==> src/rtl/ptx_decode_stage_pkg.sv <==
// ptx_pkg: shared types for the PTX decode stage.
//  - fu_e          functional-unit selector carried in every decoded bundle
//  - state_e       decode-stage FSM state (exported for observation)
//  - OP_*          opcode map
//  - dec_bundle_t  fully decoded instruction bundle
// The bundle struct is sized from the package widths below; the top-level
// parameters default to the same values and must be kept in step with them.
package ptx_pkg;

  localparam int PTX_INST_W = 32;
  localparam int PTX_REG_W  = 5;
  localparam int PTX_DATA_W = 32;
  localparam int PTX_WARP_W = 5;
  localparam int PTX_CNT_W  = 32;

  typedef enum logic [2:0] {
    FU_NONE   = 3'd0,
    FU_ALU    = 3'd1,
    FU_FPU    = 3'd2,
    FU_LSU    = 3'd3,
    FU_SFU    = 3'd4,
    FU_BRANCH = 3'd5
  } fu_e;

  typedef enum logic [0:0] {
    ST_IDLE     = 1'b0,
    ST_WAIT_EXT = 1'b1
  } state_e;

  localparam logic [5:0] OP_ADD    = 6'h00;
  localparam logic [5:0] OP_ADDI   = 6'h01;
  localparam logic [5:0] OP_FADD   = 6'h02;
  localparam logic [5:0] OP_FMUL   = 6'h03;
  localparam logic [5:0] OP_LD     = 6'h04;
  localparam logic [5:0] OP_ST     = 6'h05;
  localparam logic [5:0] OP_BRA    = 6'h06;
  localparam logic [5:0] OP_RSQRT  = 6'h07;
  localparam logic [5:0] OP_VADD   = 6'h08;
  localparam logic [5:0] OP_VFMUL  = 6'h09;
  localparam logic [5:0] OP_MOVI32 = 6'h0A;

  typedef struct packed {
    logic [PTX_WARP_W-1:0] warp;
    logic [5:0]            opcode;
    logic [PTX_REG_W-1:0]  rd;
    logic [PTX_REG_W-1:0]  rs1;
    logic [PTX_REG_W-1:0]  rs2;
    logic [PTX_DATA_W-1:0] imm;
    fu_e                   fu;
    logic                  use_imm;
    logic                  vector;
    logic                  illegal;
  } dec_bundle_t;

endpackage

==> src/rtl/ptx_decode_stage_field_decode.sv <==
// ptx_field_decode: purely combinational fetch word -> dec_bundle_t.
// Ports:
//  instr   in   fetch word ([31:26] op, [25:21] rd, [20:16] rs1, [15:11] rs2, [15:0] imm)
//  warp    in   warp id copied into the bundle
//  bundle  out  decoded fields, functional unit, flags, sign-extended immediate
// Unknown opcodes decode to illegal with fu NONE and both flags cleared.
module ptx_field_decode
  import ptx_pkg::*;
(
  input  logic [PTX_INST_W-1:0] instr,
  input  logic [PTX_WARP_W-1:0] warp,
  output dec_bundle_t           bundle
);

  always_comb begin
    bundle         = '0;
    bundle.fu      = FU_NONE;
    bundle.warp    = warp;
    bundle.opcode  = instr[31:26];
    bundle.rd      = instr[25:21];
    bundle.rs1     = instr[20:16];
    bundle.rs2     = instr[15:11];
    bundle.imm     = {{(PTX_DATA_W-16){instr[15]}}, instr[15:0]};
    case (instr[31:26])
      OP_ADD:    bundle.fu = FU_ALU;
      OP_ADDI:   begin bundle.fu = FU_ALU;    bundle.use_imm = 1'b1; end
      OP_FADD:   bundle.fu = FU_FPU;
      OP_FMUL:   bundle.fu = FU_FPU;
      OP_LD:     begin bundle.fu = FU_LSU;    bundle.use_imm = 1'b1; end
      OP_ST:     begin bundle.fu = FU_LSU;    bundle.use_imm = 1'b1; end
      OP_BRA:    begin bundle.fu = FU_BRANCH; bundle.use_imm = 1'b1; end
      OP_RSQRT:  bundle.fu = FU_SFU;
      OP_VADD:   begin bundle.fu = FU_ALU;    bundle.vector  = 1'b1; end
      OP_VFMUL:  begin bundle.fu = FU_FPU;    bundle.vector  = 1'b1; end
      OP_MOVI32: begin bundle.fu = FU_ALU;    bundle.use_imm = 1'b1; end
      default:   bundle.illegal = 1'b1;
    endcase
  end

endmodule

==> src/rtl/ptx_decode_stage.sv <==
// ptx_decode_stage: registered, flow-controlled PTX decode stage.
// Ports:
//  clk, rst_n            clock, asynchronous active-low reset
//  flush                 synchronous discard of pending and output state
//  in_valid/in_ready     fetch side handshake; in_instr, in_warp payload
//  out_valid/out_ready   issue side handshake; out_* decoded bundle
//  stat_decoded          saturating count of bundles transferred out
//  stat_illegal          saturating count of illegal bundles transferred out
//  state                 current FSM state, for observation
// Handshake: a word/bundle moves when valid && ready are both high at a rising
// edge. The output register accepts a new bundle whenever it is empty or being
// drained in the same cycle, giving one bundle per cycle. out_valid and the
// bundle hold until out_ready. in_ready is low during flush and during the
// cycle a WAIT_EXT stage sees a word from a foreign warp (it emits the broken
// movi32 as illegal instead; the word is taken on a later cycle).
module ptx_decode_stage
  import ptx_pkg::*;
#(
  parameter int INST_WIDTH = PTX_INST_W,
  parameter int REG_WIDTH  = PTX_REG_W,
  parameter int DATA_WIDTH = PTX_DATA_W,
  parameter int WARP_W     = PTX_WARP_W,
  parameter int CNT_W      = PTX_CNT_W
)(
  input  logic                  clk,
  input  logic                  rst_n,
  input  logic                  flush,
  input  logic                  in_valid,
  output logic                  in_ready,
  input  logic [INST_WIDTH-1:0] in_instr,
  input  logic [WARP_W-1:0]     in_warp,
  output logic                  out_valid,
  input  logic                  out_ready,
  output logic [WARP_W-1:0]     out_warp,
  output logic [5:0]            out_opcode,
  output logic [REG_WIDTH-1:0]  out_rd,
  output logic [REG_WIDTH-1:0]  out_rs1,
  output logic [REG_WIDTH-1:0]  out_rs2,
  output logic [DATA_WIDTH-1:0] out_imm,
  output fu_e                   out_fu,
  output logic                  out_use_imm,
  output logic                  out_vector,
  output logic                  out_illegal,
  output logic [CNT_W-1:0]      stat_decoded,
  output logic [CNT_W-1:0]      stat_illegal,
  output state_e                state
);

  state_e           state_q;
  dec_bundle_t      dec, pend_q, out_q, ext_bundle, broken_bundle;
  logic             out_valid_q;
  logic [CNT_W-1:0] dec_cnt_q, ill_cnt_q;
  logic             out_free, warp_mismatch, in_fire, out_xfer;

  ptx_field_decode u_field_decode (
    .instr  (in_instr),
    .warp   (in_warp),
    .bundle (dec)
  );

  always_comb begin
    out_free      = !flush && (!out_valid_q || out_ready);
    warp_mismatch = (state_q == ST_WAIT_EXT) && in_valid && (in_warp != pend_q.warp);
    in_ready      = out_free && !warp_mismatch;
    in_fire       = in_valid && in_ready;
    // A transfer coinciding with flush is discarded, so it is not counted.
    out_xfer      = out_valid_q && out_ready && !flush;

    // Second word of movi32 supplies the full immediate, zero-extended.
    ext_bundle     = pend_q;
    ext_bundle.imm = DATA_WIDTH'(in_instr);

    // A movi32 whose extension never arrives is reported and not dispatched.
    broken_bundle         = pend_q;
    broken_bundle.fu      = FU_NONE;
    broken_bundle.use_imm = 1'b0;
    broken_bundle.vector  = 1'b0;
    broken_bundle.illegal = 1'b1;
  end

  always_ff @(posedge clk or negedge rst_n) begin
    if (!rst_n) begin
      state_q     <= ST_IDLE;
      out_valid_q <= 1'b0;
      out_q       <= '0;
      pend_q      <= '0;
      dec_cnt_q   <= '0;
      ill_cnt_q   <= '0;
    end else if (flush) begin
      state_q     <= ST_IDLE;
      out_valid_q <= 1'b0;
      pend_q      <= '0;
    end else begin
      if (out_xfer) begin
        out_valid_q <= 1'b0;
        if (dec_cnt_q != '1) dec_cnt_q <= dec_cnt_q + CNT_W'(1);
        if (out_q.illegal && (ill_cnt_q != '1)) ill_cnt_q <= ill_cnt_q + CNT_W'(1);
      end
      case (state_q)
        ST_IDLE: begin
          if (in_fire) begin
            if (dec.opcode == OP_MOVI32) begin
              pend_q  <= dec;
              state_q <= ST_WAIT_EXT;
            end else begin
              out_q       <= dec;
              out_valid_q <= 1'b1;
            end
          end
        end
        ST_WAIT_EXT: begin
          if (in_fire) begin
            out_q       <= ext_bundle;
            out_valid_q <= 1'b1;
            state_q     <= ST_IDLE;
          end else if (warp_mismatch && out_free) begin
            out_q       <= broken_bundle;
            out_valid_q <= 1'b1;
            state_q     <= ST_IDLE;
          end
        end
        default: state_q <= ST_IDLE;
      endcase
    end
  end

  assign out_valid    = out_valid_q;
  assign out_warp     = out_q.warp;
  assign out_opcode   = out_q.opcode;
  assign out_rd       = out_q.rd;
  assign out_rs1      = out_q.rs1;
  assign out_rs2      = out_q.rs2;
  assign out_imm      = out_q.imm;
  assign out_fu       = out_q.fu;
  assign out_use_imm  = out_q.use_imm;
  assign out_vector   = out_q.vector;
  assign out_illegal  = out_q.illegal;
  assign stat_decoded = dec_cnt_q;
  assign stat_illegal = ill_cnt_q;
  assign state        = state_q;

endmodule

==> config.mk <==
export PLATFORM = sky130hd
export DESIGN_NAME = ptx_decode_stage
export DESIGN_NICKNAME = d
export VERILOG_FILES = /design/src/rtl/ptx_decode_stage_pkg.sv /design/src/rtl/ptx_decode_stage_field_decode.sv /design/src/rtl/ptx_decode_stage.sv
export SDC_FILE = /design/constraint.sdc
export NUM_CORES = 1
export LEC_CHECK = 0
export CAP_MARGIN = 20
export CORE_UTILIZATION = 46
export DETAILED_ROUTE_END_ITERATION = 6
export MAX_ROUTING_LAYER = met4
export PLACE_DENSITY = 0.75
export SYNTH_ARGS = -nofsm -noshare
export SYNTH_HDL_FRONTEND = slang
export SYNTH_SLANG_ARGS = --single-unit
==> constraint.sdc <==
create_clock -name clk -period 2.08 [get_ports clk]
set_clock_uncertainty 0.1 [all_clocks]
set_input_delay 0.312 -clock clk [delete_from_list [all_inputs] [get_ports clk]]
set_output_delay 0.312 -clock clk [all_outputs]
set_load 0.005 [all_outputs]
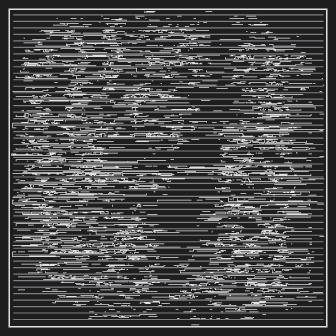
(run_1/met1.png)
Supply wires on this layer in gray.
- share of all routed wire: 45%
- longest straight run: 41.9 microns
- wire length on this layer: 9210 microns
- main direction: horizontal
- nets with wire on the layer: 972
DR vias: 6822
met1 global-route usage: 32.0%
drt total wl: 20700 microns

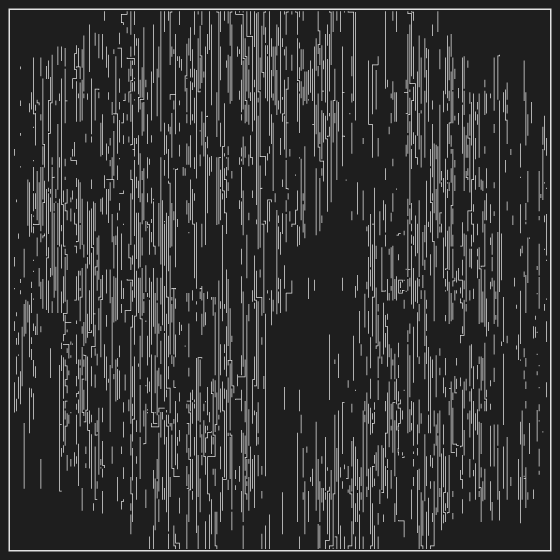
(run_1/met2.png)
- main direction: vertical
- longest straight run: 46.9 microns
met2 Use GR: 39.2%

==> metrics.yaml <==
worst_setup_path:
  cp-end-kind: "flip-flop"
  crit_slowest_cell: "or4_4"
  arrival_ps: 2320
  path_depth: 6
  crit_path_start: "stat_illegal[0]"
  crit_required_ps: 2320
  r2r-end: "stat_illegal[30]"
  crit_path_start_kind: "flip-flop"
  crit_buf_inv: 0
  crit_chain: "ha_2 -> nand3_2 -> or3_4 -> or4_4 -> nor2_4 -> xor2_1"
  r2r_start: "stat_illegal[0]"
  r2r_setup_slack_ps: 4
  reg2reg_depth: 6
  critPathTopFamily: "simple AND/OR/NAND/NOR gates"
  worstSetupPathType: "reg -> reg"
  critPathMaxFanout: 4
  cpPeakStageDelay_ps: 600
  endpoint: "stat_illegal[30]"
floorplan:
  chip_area_sq_mm: 0.0176
  coreArea_sq_mm: 0.0166
  die_x_microns: 133
  boundaryPins: 173
  fp_util_pct: 47.2
  taps: 220
  die_height_microns: 133
  rows: 47
placement:
  io_buffer_count: 172
  dp.cells: 1227
  gp_congestion: 0.833
  dpl_worst_slack_ps: -443
  hpwl_microns: 14400
  place_area_sq_mm: 0.0106
synth:
  top_logic_kind: "simple AND/OR/NAND/NOR gates"
  ff_type: "dfrtp_1"
  edf_count: 0
  ys_chip_area_sq_mm: 0.00785
  synthesis.nets: 809
  ys_sh_mux_pct: 3.47
  syn_area_sq_mm: 0.00785
  yosysTopAreaCellShare_pct: 55.1
  synth_top_cell_by_count: "dfrtp_1"
  top_area_cell: "dfrtp_1"
  postSynthAreaPerCell_sq_um: 10.3
  ys_sh_simple_pct: 19.3
  numSynthFlops: 173
  ys_cells: 765
  synth.distinct_cells: 53
  adder_share_pct: 0.319
  ys_seq_share_pct: 55.1
  ys_sh_aoi_pct: 11.8
  xor_area_share_pct: 7.36
  yosys_warnings: 0
  topCellsByArea: "dfrtp_1, xnor2_1, o21ai_0"
  synth_cells: 765
  async_flop_share_pct: 100
  synthTopCellsByCount: "dfrtp_1, nand2_1, o21ai_0"
sta:
  period_used_pct: 99.8
  drv_slew: 0
  rsz0062_at_grt: "true"
  fmax_mhz: 482
  fin_ws_ps: 3.82
  fin_hold_ws_ps: 254
  worst_pin_slew_ps: 503
  slew_headroom_pct: 66.5
  setup_viol: 0
  hold_viol: 0
  fin_crit_ps: 2080
final_layout:
  fill_cells: 1233
  clock_tree_area_fraction_pct: 5.22
  inverters: 9
  nonClkBufAreaFrac_pct: 24.5
  buffers_excl_clock: 293
  comb_area_sq_mm: 0.00344
  antenna_cells: 1
  dominant_cells: "registers"
  flop_area_sq_mm: 0.00433
  logic_gate_count: 544
  drive_above_1_share_pct: 18.3
  layout.cells.non_filler: 1272
  seq_share_pct: 37.7
  clkbuf_count: 18
  nNetsFinal: 1082
  area_growth_pct: 46.3
  flops: 173
  comb_share_pct: 29.9
job:
  warning_count: 27
  drv_cap: 0
clocking:
  path_clk_slew_ps: 70
  insertion_delay_ps: 430
  clock-sinks: 173
  root_buffer: "clkbuf_16"
  htree_levels: 4
  cts.path.max_buffers: 2
  cts_buffers: 17
  cts_tree: "done"
grt:
  grt_pass1_vias: 6736
  track_usage_pct: 25.0
  antenna_found_initial: 1
  grt-ovfl-total: 0
  grt_max_degree: 51
  grt_pass1_wl_microns: 33500
  busiest_layer: "met2"
pwr:
  powerDensity_mw_per_mm2: 748
  ir_drop_uv: 571
  p_leak_nw: 4.99
  p_total_w: 0.00859
detailed_routing:
  top_layer_used: "met4"
  drc: 0
  postRouteAntennaNets: 0
  vias_per_cell: 5.36
  initialDrtViolationCount: 478
  wl_met2_microns: 9950
  drt-met1-wl_microns: 9210
  wl_met3_microns: 1110
  wl_per_cell_microns: 16.3
outcome:
  outcome: "finished, final reports clean"
hold_path:
  worstHoldPathType: "in -> async"
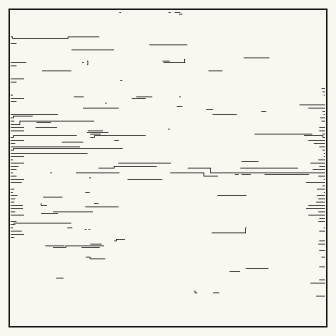
(run_1/met3.png)
- share of all routed wire: 5.4%
- nets with wire on the layer: 133
- wire length on this layer: 1110 microns
- longest straight run: 47.8 microns
met3 usage: 4.64%

[run 1: cell usage in the layout (no fill, tap or decap), types with 6 or more instances in the layout]
cell and n:
a21oi_1 50, a221o_1 15, and3_1 16, buf_12 11, buf_4 103, buf_6 6, clkbuf_16 17, clkdlybuf4s50_1 169
dfrtp_1 170, inv_1 8, mux2i_1 25, nand2_1 88, nand3_1 27, nand4_1 34, nor2_1 57, nor2b_1 17
nor3_1 14, o21ai_0 70, xnor2_1 42, xor2_1 21
[run 1: through the flow]
step | setup TNS, ps | util (%)
after floorplan | 0 | -
after global placement | -21910 | 64.0
after detailed placement | -27130 | 64.0
after CTS | 0 | 68.5
after global routing | -559 | 69.0
final | 0 | 69.0
[run 1: worst register-to-register path, cell delays in order, from the launching register on]
cell     delay [ps]
dfrtp_1         350
ha_2            190
nand3_2          90
or3_4           380
or4_4           600
nor2_4          130
xor2_1          160
[run 1: timing repair]
item                                   in CTS  in global routing
hold buffers                                1                  0
setup buffers                               8                  1
gates resized                              16                 14
setup endpoints to repair                   4                 45
pin swaps                                   7                 12
endpoints found under the hold margin      32                  0
gates cloned                                1                  1
[run 1: report_power, final]
| group | total (W) | internal (W) | switching, W | leakage (nW) |
|---|---|---|---|---|
| Combinational | 0.00158 | 0.000924 | 0.000654 | 2.46 |
| Clock | 0.00321 | 0.00182 | 0.00139 | 0.285 |
| Sequential | 0.00380 | 0.00364 | 0.000168 | 2.24 |
[run 1: registers in the layout, indices dropped and copies added (netlist names)]
signal and cells:
broken_bundle 37, out_imm 32, stat_decoded 32, stat_illegal 32
ext_bundle 6, out_opcode 6, out_rd 5, out_rs1 5
out_rs2 5, out_warp 5, out_fu 3, out_illegal 1
out_use_imm 1, out_valid 1, out_vector 1, state 1
No activity file was given, so power comes from the tool's default toggle rates.
